Routing congestion:
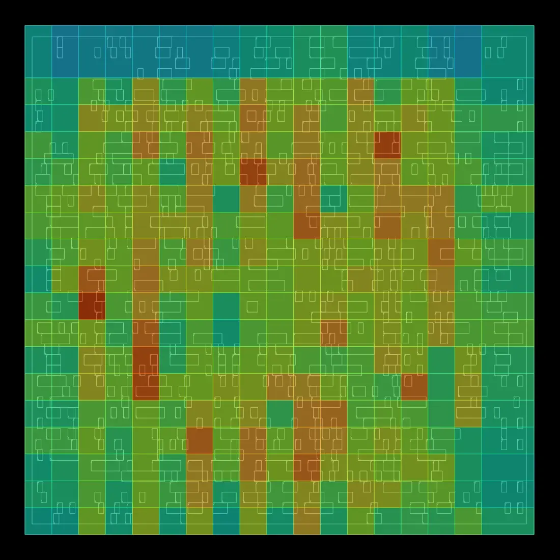
Met4 routing:
(3 px per um) Supply wires on this layer in grey.
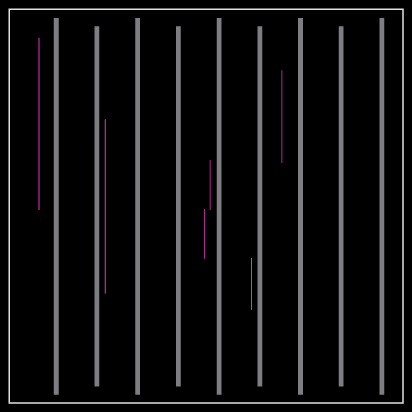
Port wiring:
(2 px per um)
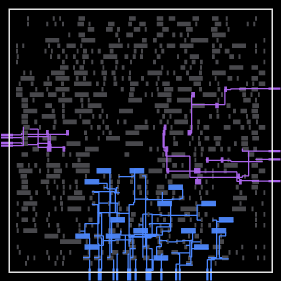
File: src/rtl/io_2to1_pkg.sv
// io_2to1_pkg
//   Shared definitions for the 2-to-1 merge traffic harness:
//   - default address/data field widths
//   - NS_ON / NS_OFF logic constants used for handshake lines
//   - source FSM state type (IDLE / REQ)
//   - saturating increment for the 16-bit receive counters
//
// Optional feature macro used by io_2to1: NS_IO_2TO1_FST_ERR_EN
//   (first-error capture registers).

package io_2to1_pkg;

  localparam int NS_ADDRESS_SIZE = 8;
  localparam int NS_DATA_SIZE    = 8;

  // Width of the rolling per-source sequence number carried in dat[3:0].
  localparam int SEQ_W = 4;
  // Width of the per-source accepted-message counters.
  localparam int CNT_W = 16;

  localparam logic NS_ON  = 1'b1;
  localparam logic NS_OFF = 1'b0;

  typedef enum logic {
    IDLE = 1'b0,
    REQ  = 1'b1
  } src_state_e;

  // Increment that sticks at all-ones instead of wrapping.
  function automatic logic [CNT_W-1:0] sat_inc(input logic [CNT_W-1:0] v);
    return (v == {CNT_W{1'b1}}) ? v : v + 1'b1;
  endfunction

endpackage

File: src/rtl/io_2to1_src.sv
// io_2to1_src
//   One traffic source of the 2-to-1 harness. Drives a four-phase
//   req/ack channel with messages whose data is a rolling 4-bit
//   sequence number (zero-extended to DSZ). Stops after NUM_MSG
//   messages when NUM_MSG is non-zero; runs forever otherwise.
//
// Parameters
//   SRC_ADDR  value driven on src
//   DST_ADDR  value driven on dst
//   NUM_MSG   messages to send, 0 = unlimited
//   ASZ, DSZ  address / data field widths
//
// Ports
//   i_clk  in   clock
//   i_rst  in   synchronous active-high reset
//   src    out  ASZ  source address (constant)
//   dst    out  ASZ  destination address (constant)
//   dat    out  DSZ  message data, stable while req is high
//   req    out  1    request
//   ack    in   1    acknowledge from the consumer
//
// state | meaning
// ------+-----------------------------------------------------------
// IDLE  | req low; waits for ack low and not exhausted, then loads dat
// REQ   | req high; waits for ack, then drops req and advances cnt

module io_2to1_src
  import io_2to1_pkg::*;
#(
  parameter int unsigned SRC_ADDR = 1,
  parameter int unsigned DST_ADDR = 3,
  parameter int unsigned NUM_MSG  = 0,
  parameter int unsigned ASZ      = NS_ADDRESS_SIZE,
  parameter int unsigned DSZ      = NS_DATA_SIZE
) (
  input  logic           i_clk,
  input  logic           i_rst,
  output logic [ASZ-1:0] src,
  output logic [ASZ-1:0] dst,
  output logic [DSZ-1:0] dat,
  output logic           req,
  input  logic           ack
);

  src_state_e       state_q, state_d;
  logic             req_d;
  logic [DSZ-1:0]   dat_d;
  logic [SEQ_W-1:0] cnt_q, cnt_d;
  logic [31:0]      sent_q, sent_d;
  logic             exhausted;

  assign src = ASZ'(SRC_ADDR);
  assign dst = ASZ'(DST_ADDR);

  // sent_q may wrap when NUM_MSG is 0; it is only compared when a limit exists.
  assign exhausted = (NUM_MSG != 0) && (sent_q == NUM_MSG);

  always_ff @(posedge i_clk) begin
    if (i_rst) begin
      state_q <= IDLE;
      req     <= NS_OFF;
      dat     <= '0;
      cnt_q   <= '0;
      sent_q  <= '0;
    end else begin
      state_q <= state_d;
      req     <= req_d;
      dat     <= dat_d;
      cnt_q   <= cnt_d;
      sent_q  <= sent_d;
    end
  end

  always_comb begin
    state_d = state_q;
    req_d   = req;
    dat_d   = dat;
    cnt_d   = cnt_q;
    sent_d  = sent_q;
    case (state_q)
      IDLE: begin
        if (!ack && !exhausted) begin
          dat_d   = DSZ'(cnt_q);
          req_d   = NS_ON;
          state_d = REQ;
        end
      end
      REQ: begin
        if (ack) begin
          req_d   = NS_OFF;
          cnt_d   = cnt_q + 1'b1;
          sent_d  = sent_q + 32'd1;
          state_d = IDLE;
        end
      end
      default: begin
        req_d   = NS_OFF;
        state_d = IDLE;
      end
    endcase
  end

endmodule

File: src/rtl/io_2to1.sv
// io_2to1
//   Self-checking traffic harness for 2-to-1 merge/arbitration tests.
//   Two independent sources (io_2to1_src) drive channels o0 and o1;
//   an external arbiter merges them onto i0, which this block consumes
//   and checks for destination, source identity, data range and
//   per-source sequence continuity. Status flags are sticky.
//
// Parameters
//   SRC0_ADDR, SRC1_ADDR  source addresses (must differ)
//   DST_ADDR              the only destination accepted without error
//   NUM_MSG               messages per source, 0 = unlimited
//   ASZ, DSZ              address / data widths (DSZ >= 4)
//
// Ports
//   i_clk, i_rst                     clock, synchronous active-high reset
//   o0_src/dst/dat/req, o0_ack       source-0 channel
//   o1_src/dst/dat/req, o1_ack       source-1 channel
//   i0_src/dst/dat/req, i0_ack       merged sink channel
//   o_ck_dat                         last accepted i0_dat
//   o_err                            sticky error
//   o_rcv_0, o_rcv_1                 accepted counts per source, saturating
//   o_done                           both counts reached NUM_MSG (NUM_MSG != 0)
//   fst_err_src/inp/dat              first failing message: src, data, expected
//
// Optional feature macro: NS_IO_2TO1_FST_ERR_EN
//   defined   -> fst_err_* capture the first failing message and then freeze
//   undefined -> fst_err_* are tied to 0

module io_2to1
  import io_2to1_pkg::*;
#(
  parameter int unsigned SRC0_ADDR = 1,
  parameter int unsigned SRC1_ADDR = 2,
  parameter int unsigned DST_ADDR  = 3,
  parameter int unsigned NUM_MSG   = 0,
  parameter int unsigned ASZ       = NS_ADDRESS_SIZE,
  parameter int unsigned DSZ       = NS_DATA_SIZE
) (
  input  logic             i_clk,
  input  logic             i_rst,

  output logic [ASZ-1:0]   o0_src,
  output logic [ASZ-1:0]   o0_dst,
  output logic [DSZ-1:0]   o0_dat,
  output logic             o0_req,
  input  logic             o0_ack,

  output logic [ASZ-1:0]   o1_src,
  output logic [ASZ-1:0]   o1_dst,
  output logic [DSZ-1:0]   o1_dat,
  output logic             o1_req,
  input  logic             o1_ack,

  input  logic [ASZ-1:0]   i0_src,
  input  logic [ASZ-1:0]   i0_dst,
  input  logic [DSZ-1:0]   i0_dat,
  input  logic             i0_req,
  output logic             i0_ack,

  output logic [DSZ-1:0]   o_ck_dat,
  output logic             o_err,
  output logic [CNT_W-1:0] o_rcv_0,
  output logic [CNT_W-1:0] o_rcv_1,
  output logic             o_done,
  output logic [ASZ-1:0]   fst_err_src,
  output logic [DSZ-1:0]   fst_err_inp,
  output logic [DSZ-1:0]   fst_err_dat
);

  // ---------------------------------------------------------------
  // Sources
  // ---------------------------------------------------------------
  io_2to1_src #(
    .SRC_ADDR (SRC0_ADDR),
    .DST_ADDR (DST_ADDR),
    .NUM_MSG  (NUM_MSG),
    .ASZ      (ASZ),
    .DSZ      (DSZ)
  ) u_src0 (
    .i_clk (i_clk),
    .i_rst (i_rst),
    .src   (o0_src),
    .dst   (o0_dst),
    .dat   (o0_dat),
    .req   (o0_req),
    .ack   (o0_ack)
  );

  io_2to1_src #(
    .SRC_ADDR (SRC1_ADDR),
    .DST_ADDR (DST_ADDR),
    .NUM_MSG  (NUM_MSG),
    .ASZ      (ASZ),
    .DSZ      (DSZ)
  ) u_src1 (
    .i_clk (i_clk),
    .i_rst (i_rst),
    .src   (o1_src),
    .dst   (o1_dst),
    .dat   (o1_dat),
    .req   (o1_req),
    .ack   (o1_ack)
  );

  // ---------------------------------------------------------------
  // Sink and checker
  // ---------------------------------------------------------------
  logic             accept;
  logic             is_src0, is_src1;
  logic             dst_bad, src_bad, dat_bad, seq_bad, any_bad;
  logic [SEQ_W-1:0] last0_q, last1_q;
  logic             base0_q, base1_q;
  logic             base_sel;
  logic [SEQ_W-1:0] seq_exp;
  logic [CNT_W-1:0] rcv0_d, rcv1_d;

  assign accept  = i0_req && !i0_ack;

  assign is_src0 = (i0_src == ASZ'(SRC0_ADDR));
  assign is_src1 = (i0_src == ASZ'(SRC1_ADDR));

  assign dst_bad = (i0_dst != ASZ'(DST_ADDR));
  assign src_bad = !is_src0 && !is_src1;
  assign dat_bad = (i0_dat > DSZ'(15));

  // The 4-bit add wraps, so 15 -> 0 is an expected step.
  assign seq_exp  = (is_src0 ? last0_q : last1_q) + 1'b1;
  assign base_sel = is_src0 ? base0_q : (is_src1 ? base1_q : 1'b0);
  assign seq_bad  = base_sel && (i0_dat[SEQ_W-1:0] != seq_exp);

  assign any_bad = dst_bad || src_bad || dat_bad || seq_bad;

  assign rcv0_d = (accept && is_src0) ? sat_inc(o_rcv_0) : o_rcv_0;
  assign rcv1_d = (accept && is_src1) ? sat_inc(o_rcv_1) : o_rcv_1;

  always_ff @(posedge i_clk) begin
    if (i_rst) begin
      i0_ack   <= NS_OFF;
      o_ck_dat <= '0;
      o_err    <= NS_OFF;
      o_rcv_0  <= '0;
      o_rcv_1  <= '0;
      o_done   <= NS_OFF;
      last0_q  <= '0;
      last1_q  <= '0;
      base0_q  <= NS_OFF;
      base1_q  <= NS_OFF;
    end else begin
      if (accept) begin
        i0_ack   <= NS_ON;
        o_ck_dat <= i0_dat;
        o_err    <= o_err | any_bad;
        // The baseline follows the received value even when it is wrong,
        // so a single corrupt word reports once instead of cascading.
        if (is_src0) begin
          last0_q <= i0_dat[SEQ_W-1:0];
          base0_q <= NS_ON;
        end
        if (is_src1) begin
          last1_q <= i0_dat[SEQ_W-1:0];
          base1_q <= NS_ON;
        end
      end else if (!i0_req && i0_ack) begin
        i0_ack <= NS_OFF;
      end
      o_rcv_0 <= rcv0_d;
      o_rcv_1 <= rcv1_d;
      // Evaluated on the next counts so done lines up with the final ack.
      o_done  <= (NUM_MSG != 0) &&
                 (32'(rcv0_d) == NUM_MSG) &&
                 (32'(rcv1_d) == NUM_MSG);
    end
  end

  // ---------------------------------------------------------------
  // First-error capture
  // ---------------------------------------------------------------
`ifdef NS_IO_2TO1_FST_ERR_EN
  logic fst_vld_q;

  always_ff @(posedge i_clk) begin
    if (i_rst) begin
      fst_vld_q   <= NS_OFF;
      fst_err_src <= '0;
      fst_err_inp <= '0;
      fst_err_dat <= '0;
    end else if (accept && any_bad && !fst_vld_q) begin
      fst_vld_q   <= NS_ON;
      fst_err_src <= i0_src;
      fst_err_inp <= i0_dat;
      // Expected data is only meaningful for a sequence failure.
      fst_err_dat <= seq_bad ? DSZ'(seq_exp) : '0;
    end
  end
`else
  assign fst_err_src = '0;
  assign fst_err_inp = '0;
  assign fst_err_dat = '0;
`endif

endmodule

File: config.mk
export PLATFORM = sky130hd
export DESIGN_NAME = io_2to1
export DESIGN_NICKNAME = d
export VERILOG_FILES = /design/src/rtl/io_2to1_pkg.sv /design/src/rtl/io_2to1_src.sv /design/src/rtl/io_2to1.sv
export SDC_FILE = /design/constraint.sdc
export NUM_CORES = 1
export LEC_CHECK = 0
export ABC_AREA = 1
export CAP_MARGIN = 20
export CELL_PAD_IN_SITES_DETAIL_PLACEMENT = 2
export CELL_PAD_IN_SITES_GLOBAL_PLACEMENT = 2
export CORE_MARGIN = 1.5
export CORE_UTILIZATION = 24
export DETAILED_ROUTE_END_ITERATION = 10
export PLACE_DENSITY_LB_ADDON = 0.1
export SYNTH_ARGS = -nofsm -noshare
export SYNTH_HDL_FRONTEND = slang
export SYNTH_SLANG_ARGS = --single-unit
export TNS_END_PERCENT = 5
File: constraint.sdc
create_clock -name i_clk -period 2.59 [get_ports i_clk]
set_clock_uncertainty 0.15 [all_clocks]
set_input_delay 0.259 -clock i_clk [delete_from_list [all_inputs] [get_ports i_clk]]
set_output_delay 0.259 -clock i_clk [all_outputs]
set_load 0.02 [all_outputs]
==> writeup.txt <==
The flow ran to the end, and the final reports show no timing, DRC or antenna violations. Synthesis produced a netlist whose cell count is 530. The post-synthesis simple-gate area fraction is 0.256, and the count of max-cap constraint violations is 0. The library cell contributing the largest single delay on the critical path is sky130_fd_sc_hd__clkdlybuf4s50_1. The number of global-route vias before repair came out at 3833. After floorplanning, the core was sized to cover 0.0159 mm2.

The number of cells on the worst reg-to-reg path works out to 11. With the part of the power in registers at 0.412, the maximum single-stage delay on the critical path is 0.51 ns. The number of hold buffers added after cts is 0, and the number of failing setup endpoints in the final timing report is 0. Slack of the worst reg-to-reg path: 0.60 ns. Per the detailed-route log, wirelength across all metal layers totals 12300 um. The run gives 1 for the count of buffering cells on the critical path with inverters included. The total setup buffers inserted after CTS was 0; the worst-skew pair later-pin latency was 0.34 ns. The layout cell share with drive strength beyond 1 was 0.0769; the worst path setup slack after routing was 0.339 ns. The wire length of the first global-routing pass was 19500 um. Setup repair after global routing left no endpoint under its margin. Per the cell usage report, the commonest logic cell in the layout is sky130_fd_sc_hd__clkdlybuf4s50_1. The AND-OR/OR-AND share of the synthesized area is 0.132. STA classifies the critical path startpoint as an input pin. Averaged over all synthesized cells, the footprint is 7.39 um2. STA on the placed design reports a worst setup slack of 0.00953 ns.

Clock-pin slew was measured on the worst setup and hold paths at 0.05 ns. According to the floorplan report, the die width is 131 um. The clock root buffer is sky130_fd_sc_hd__clkbuf_16. The netlist uses 36 different library cells. For this block, the initial DRC count from the detailed router was 81.

Derived from the worst setup path, the maximum achievable clock frequency is 444 MHz. Final count of pins violating max slew: 0. The utilization after layout is 0.321, and the count of clock tree sinks is 72. The post-synthesis share of cell area spent on xor and xnor gates was 0.0134. For this run, the number of standard cells in the final layout without fillers is 840.

The worst setup path endpoint is o_err$_SDFFE_PP0P_. In the log, the iteration count for the first detailed-route pass is 4. The number of logged tool warnings is 28. After layout, the minimum clock period comes to 2.25 ns. The worst setup path is captured at a register. The run gives 0.247 as the starting density of the core. The synth_stat.txt file lists the number of cells as 530. In the final layout, the registers with the most flip-flops are o_rcv_0 x16, o_rcv_1 x16, o_ck_dat x8. The cell depth of the worst min-delay path works out to 1.
## Picture notes: 'routing congestion'
met3 track demand over resource in global routing: 0.0285
total routing usage reported by global routing: 0.149

## Picture notes: 'met4 routing'
nets with wire on the layer: 2
longest straight run: 57.8 um
wire length on this layer: 195 um
share of all routed wire: 1.6%
main direction: vertical

## Picture notes: 'port wiring'
legend:
  `o_rcv_1`:
    colour: blue
    bits: 16
    direction: output
    edge: south
    end_cells: 16
    buffers: 16
    wire: 917 um
  `i0_dat`:
    colour: purple
    bits: 8
    direction: input
    edge: 4 east, 4 west
    end_cells: 19
    buffers: 8
    wire: 411 um
count of boundary I/O pins: 146
IO Port Bufs: 80

[power by group through the flow]
stage / Clock, uW / Sequential, uW / Combinational, uW
global route: 1400 / 1160 / 404
global placement: 0 / 1180 / 362
finish: 1290 / 1160 / 368
detailed placement: 0 / 1180 / 369
floorplan: 0 / 1220 / 254
CTS: 1350 / 1160 / 371
[Yosys cell counts, drive strengths merged]
library cell  instances  share of area
nand4                 9          0.018
ha                   10          0.032
a21oi                45          0.058
a211oi                7          0.013
o21ai                38          0.049
nor2                 60          0.070
o21bai                1         0.0019
a31oi                 3         0.0064
a21boi                1         0.0019
nand2                83          0.088
xor2                  3         0.0067
clkbuf                6         0.0058
buf                  67           0.13
xnor2                 3         0.0067
o32ai                 1         0.0022
conb                  2         0.0019
nor3                 21          0.027
dfxtp                72           0.37
nor4                  6         0.0096
nand3                22          0.033
nor3b                 4          0.010
inv                  66          0.065
[per-layer routing]
| layer | wire, um | part of all wire | vias up | track usage |
|---|---|---|---|---|
| li1 | - | - | 1772 | - |
| met1 | 5730 | 0.47 | 1739 | 0.187 |
| met2 | 5880 | 0.48 | 84 | 0.256 |
| met3 | 488 | 0.040 | 14 | 0.0285 |
| met4 | 195 | 0.016 | 0 | 0.0543 |
| met5 | 0 | 0 | - | 0 |
[layout make-up]
cell class              instances  area (um2)
well taps                     216         270
repair buffers                 89         881
clock buffers                  13         270
multi-input cells             382        1940
inverters                      66         253
clock inverters                 2        37.5
flip-flops and latches         72        1440
fillers                      1904       10800
[metrics by stage]
stage	power, uW	hold slack [ns]
after CTS	2880	0.307
final	2820	0.305
after floorplan	1470	0.181
after global routing	2960	0.329
after detailed placement	1550	0.302
after global placement	1550	0.290
Power is estimated from default activity; no workload was simulated.
